## src/rtl/baud_tick_gen.sv

```systemverilog
// Fractional baud-rate tick generator: emits oversample, bit-centre and bit-end
// pulses from a D + F/2^FRAC_W clock divisor with drift-free accumulation.
module baud_tick_gen #(
    parameter int DIV_W        = 16,
    parameter int FRAC_W       = 4,
    parameter int OVS          = 16,
    parameter int RST_DIV_INT  = 54,
    parameter int RST_DIV_FRAC = 4
) (
    input  logic                    clk,
    input  logic                    reset_n,
    input  logic                    enable,
    input  logic                    load,
    input  logic [DIV_W-1:0]        div_int,
    input  logic [FRAC_W-1:0]       div_frac,
    input  logic                    sync_clr,
    output logic                    ovs_tick,
    output logic                    mid_tick,
    output logic                    bit_tick,
    output logic [$clog2(OVS)-1:0]  ovs_cnt,
    output logic                    cfg_err
);

    localparam int OC_W = $clog2(OVS);
    localparam logic [OC_W-1:0]  OVS_LAST = OC_W'(OVS - 1);
    localparam logic [OC_W-1:0]  MID_LAST = OC_W'(OVS / 2 - 1);
    localparam logic [OC_W-1:0]  OC_ONE   = OC_W'(1);
    localparam logic [DIV_W:0]   CNT_ONE  = (DIV_W + 1)'(1);
    localparam logic [DIV_W-1:0] DIV_MIN  = DIV_W'(2);

    logic [DIV_W-1:0]  div_q;
    logic [FRAC_W-1:0] frac_q;
    logic [FRAC_W-1:0] acc;
    logic [DIV_W:0]    cnt;
    logic [FRAC_W:0]   acc_sum;
    logic              carry;
    logic [DIV_W:0]    last_cnt;
    logic              wrap;
    logic              load_ok;

    assign acc_sum = {1'b0, acc} + {1'b0, frac_q};
    assign carry   = acc_sum[FRAC_W];

    // Interval length is div_q + carry; the extra bit keeps 2^DIV_W-1 + 1 exact.
    assign last_cnt = {1'b0, div_q} + {{DIV_W{1'b0}}, carry} - CNT_ONE;
    assign wrap     = (cnt == last_cnt);
    assign load_ok  = load && (div_int >= DIV_MIN);

    always_ff @(posedge clk or negedge reset_n) begin
        if (!reset_n) begin
            div_q    <= DIV_W'(RST_DIV_INT);
            frac_q   <= FRAC_W'(RST_DIV_FRAC);
            cnt      <= '0;
            acc      <= '0;
            ovs_cnt  <= '0;
            ovs_tick <= 1'b0;
            mid_tick <= 1'b0;
            bit_tick <= 1'b0;
            cfg_err  <= 1'b0;
        end else begin
            ovs_tick <= 1'b0;
            mid_tick <= 1'b0;
            bit_tick <= 1'b0;
            if (load_ok) begin
                div_q   <= div_int;
                frac_q  <= div_frac;
                cnt     <= '0;
                acc     <= '0;
                ovs_cnt <= '0;
                cfg_err <= 1'b0;
            end else begin
                // A rejected load only flags; a concurrent resync still applies.
                if (load) begin
                    cfg_err <= 1'b1;
                end
                if (sync_clr) begin
                    cnt     <= '0;
                    acc     <= '0;
                    ovs_cnt <= '0;
                end else if (enable) begin
                    if (wrap) begin
                        cnt      <= '0;
                        acc      <= acc_sum[FRAC_W-1:0];
                        ovs_tick <= 1'b1;
                        mid_tick <= (ovs_cnt == MID_LAST);
                        bit_tick <= (ovs_cnt == OVS_LAST);
                        ovs_cnt  <= (ovs_cnt == OVS_LAST) ? '0 : ovs_cnt + OC_ONE;
                    end else begin
                        cnt <= cnt + CNT_ONE;
                    end
                end
            end
        end
    end

endmodule

```

## config.mk

```make
export PLATFORM = sky130hd
export DESIGN_NAME = baud_tick_gen
export DESIGN_NICKNAME = d
export VERILOG_FILES = /design/src/rtl/baud_tick_gen.sv
export SDC_FILE = /design/constraint.sdc
export NUM_CORES = 1
export LEC_CHECK = 0
export ABC_AREA = 1
export CORE_UTILIZATION = 55
export CTS_BUF_LIST = sky130_fd_sc_hd__clkbuf_8
export CTS_CLUSTER_SIZE = 8
export DETAILED_ROUTE_END_ITERATION = 10
export GPL_ROUTABILITY_DRIVEN = 0
export PLACE_DENSITY = 0.78
export SYNTH_ARGS = -nofsm -noshare
export SYNTH_HDL_FRONTEND = slang
export SYNTH_SLANG_ARGS = --single-unit
export TNS_END_PERCENT = 100
```

## constraint.sdc

```tcl
create_clock -name clk -period 3.7 [get_ports clk]
set_clock_uncertainty 0.1 [all_clocks]
set_input_delay 0.555 -clock clk [delete_from_list [all_inputs] [get_ports clk]]
set_output_delay 0.555 -clock clk [all_outputs]
set_load 0.01 [all_outputs]
```

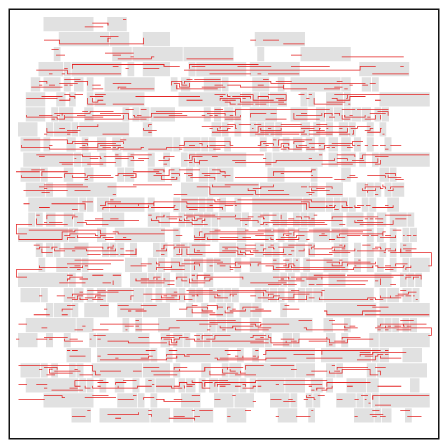
(images/m1.png)
The longest straight run is 31.7 µm. The layer holds 45% of the routed length. 457 nets have wire on it. The layer carries 3,110 µm of wire.

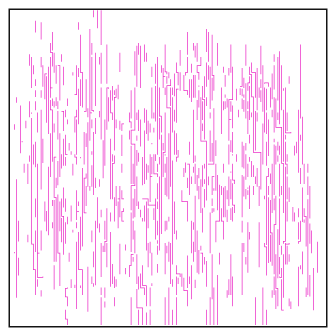
(images/m2.png)
400 nets have wire on it. The longest straight run is 30.8 µm. The wires run mostly vertical. The layer carries 3,420 µm of wire.

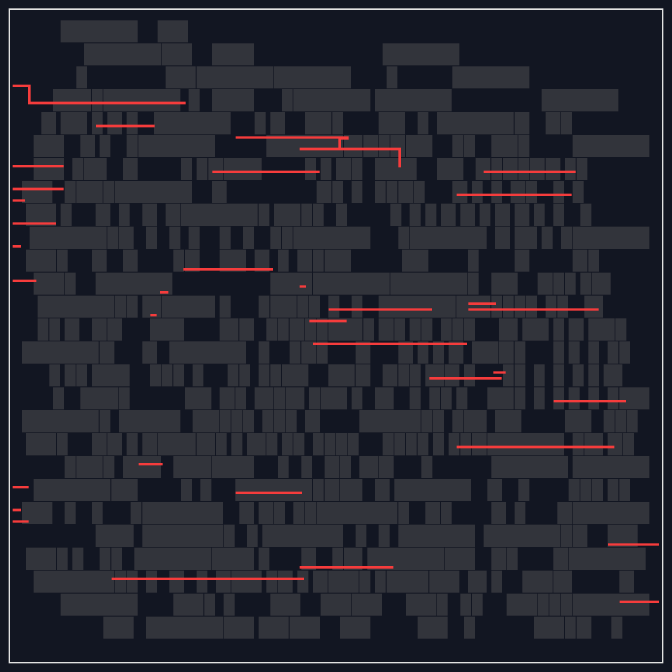
(images/m3.png)
27 nets have wire on it. The longest straight run is 22.5 µm. The wires run mostly horizontal.

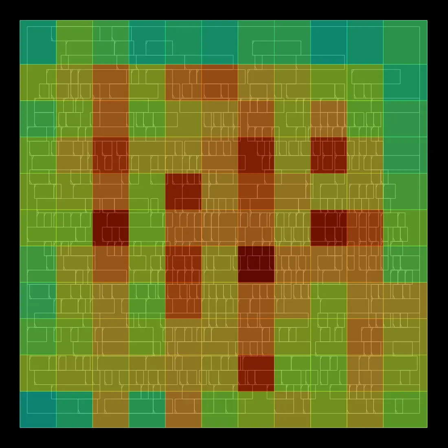
(images/congestion_map.png)
met3 GRT Util: 0.0459
GRT Total Usage: 0.255
WL/cell: 12.8 µm

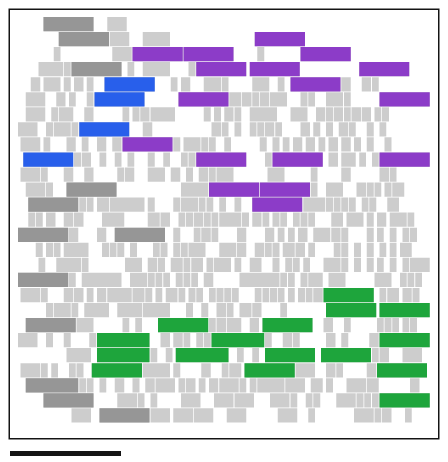
(images/ff_map.png)
Scale bar: 20 µm. Other sequential cells in the stronger grey, the rest of the logic in the fainter grey.
Blue marks ovs_cnt, flops 4, where upper left. Purple marks cnt, flops 17. Green marks div_q, flops 16.

==> results.cfg <==
; physical design summary
[critical_path]
path_cells = ha_1, fa_1, nand2_1, nand2_1, a21oi_1, ha_1, ha_1, nand2_2, nor2_4, nand3_1, nand2_1, nand2_1, nand2_1, nand2_2, nor2_4, nand3_4, nand2_4, nand2_1, nand2_1
crit_buf_inv = 0
cp-start-kind = flop

[routing]
wl_met3_um = 272
finalWirelength_mm = 6.92
dr.first_iter.drc_count = 153
drt-pass1-iter-count = 4
route.detailed.drc = 0
drtAntennaViolNets = 0
dr_wl_met2_mm = 3.42

[clocking]
htree_levels = 2
cts_hold_buf = 0
cts.sinks = 49
clk_path_buf_depth = 2
cts_setup_buffers = 0

[global_route]
gr-usage-met1 = 0.329
grt.busiest_layer = met2
grt_max_degree = 50

[power_and_ir_drop]
p_sw_frac = 0.294
power_frac_comb = 0.185
power-top-group = registers
leakagePower_nw = 1.75
internal_power_mw = 0.821
power_clock_mw = 0.353
power.density_nw_per_um2 = 323

[timing]
min_period_over_period = 0.885
period_minus_slack_ns = 3.27
relSlewSlack = 0.275
setup_slack_ns = 0.426
setup_viol = 0
drv_slew = 0
clock.fmax_mhz = 305

[synthesis]
synthAoiAreaFrac = 0.0533
async_flop_share = 1.00
ys.flops = 49
synth-main-ff-cell = dfrtp_1
syn_area_um2 = 3120
synthCells = 436
yosys_warnings = 0
synthAdderAreaFrac = 0.0385

[min_path]
hold_path_class = input pin to async pin

[placed_design]
dpl_cell_area_um2 = 3500
post-place-ws_ns = 0.314
dp.cells = 534

[floorplan]
ios = 33
num_rows = 27
chipArea_um2 = 5980

[finish]
seq_area_um2 = 1230
final_cell_mix = 131 x nand2_1, 52 x inv_1, 51 x nor2_1
lay_top_count = nand2_1

[run_status]
status = completed
final timing paths:
check                              to  cells past startpoint  slack (ns)
setup / recovery           ovs_cnt[0]                     19        0.43
hold / removal               div_q[9]                      1        0.33
setup reg to reg           ovs_cnt[0]                     19        0.43
hold reg to reg             frac_q[2]                      2        0.38
max in group asynchronous      cnt[3]                      1        2.49
min in group clk            frac_q[2]                      2        0.38
final cells by class:
class	instances	share of cell area
Clock inverter	1	0.00139
Inverter	57	0.0594
Sequential cell	49	0.342
Timing Repair Buffer	33	0.0896
Clock buffer	7	0.0267
Tap cell	72	0.0250
Multi-Input combinational cell	323	0.456
state kept, by name, summed over array words and instances (netlist names):
name	cells
mid_tick	1
acc	4
frac_q	4
ovs_cnt	4
cfg_err	1
ovs_tick	1
bit_tick	1
cnt	17
div_q	16
Power and IR drop assume default switching activity.
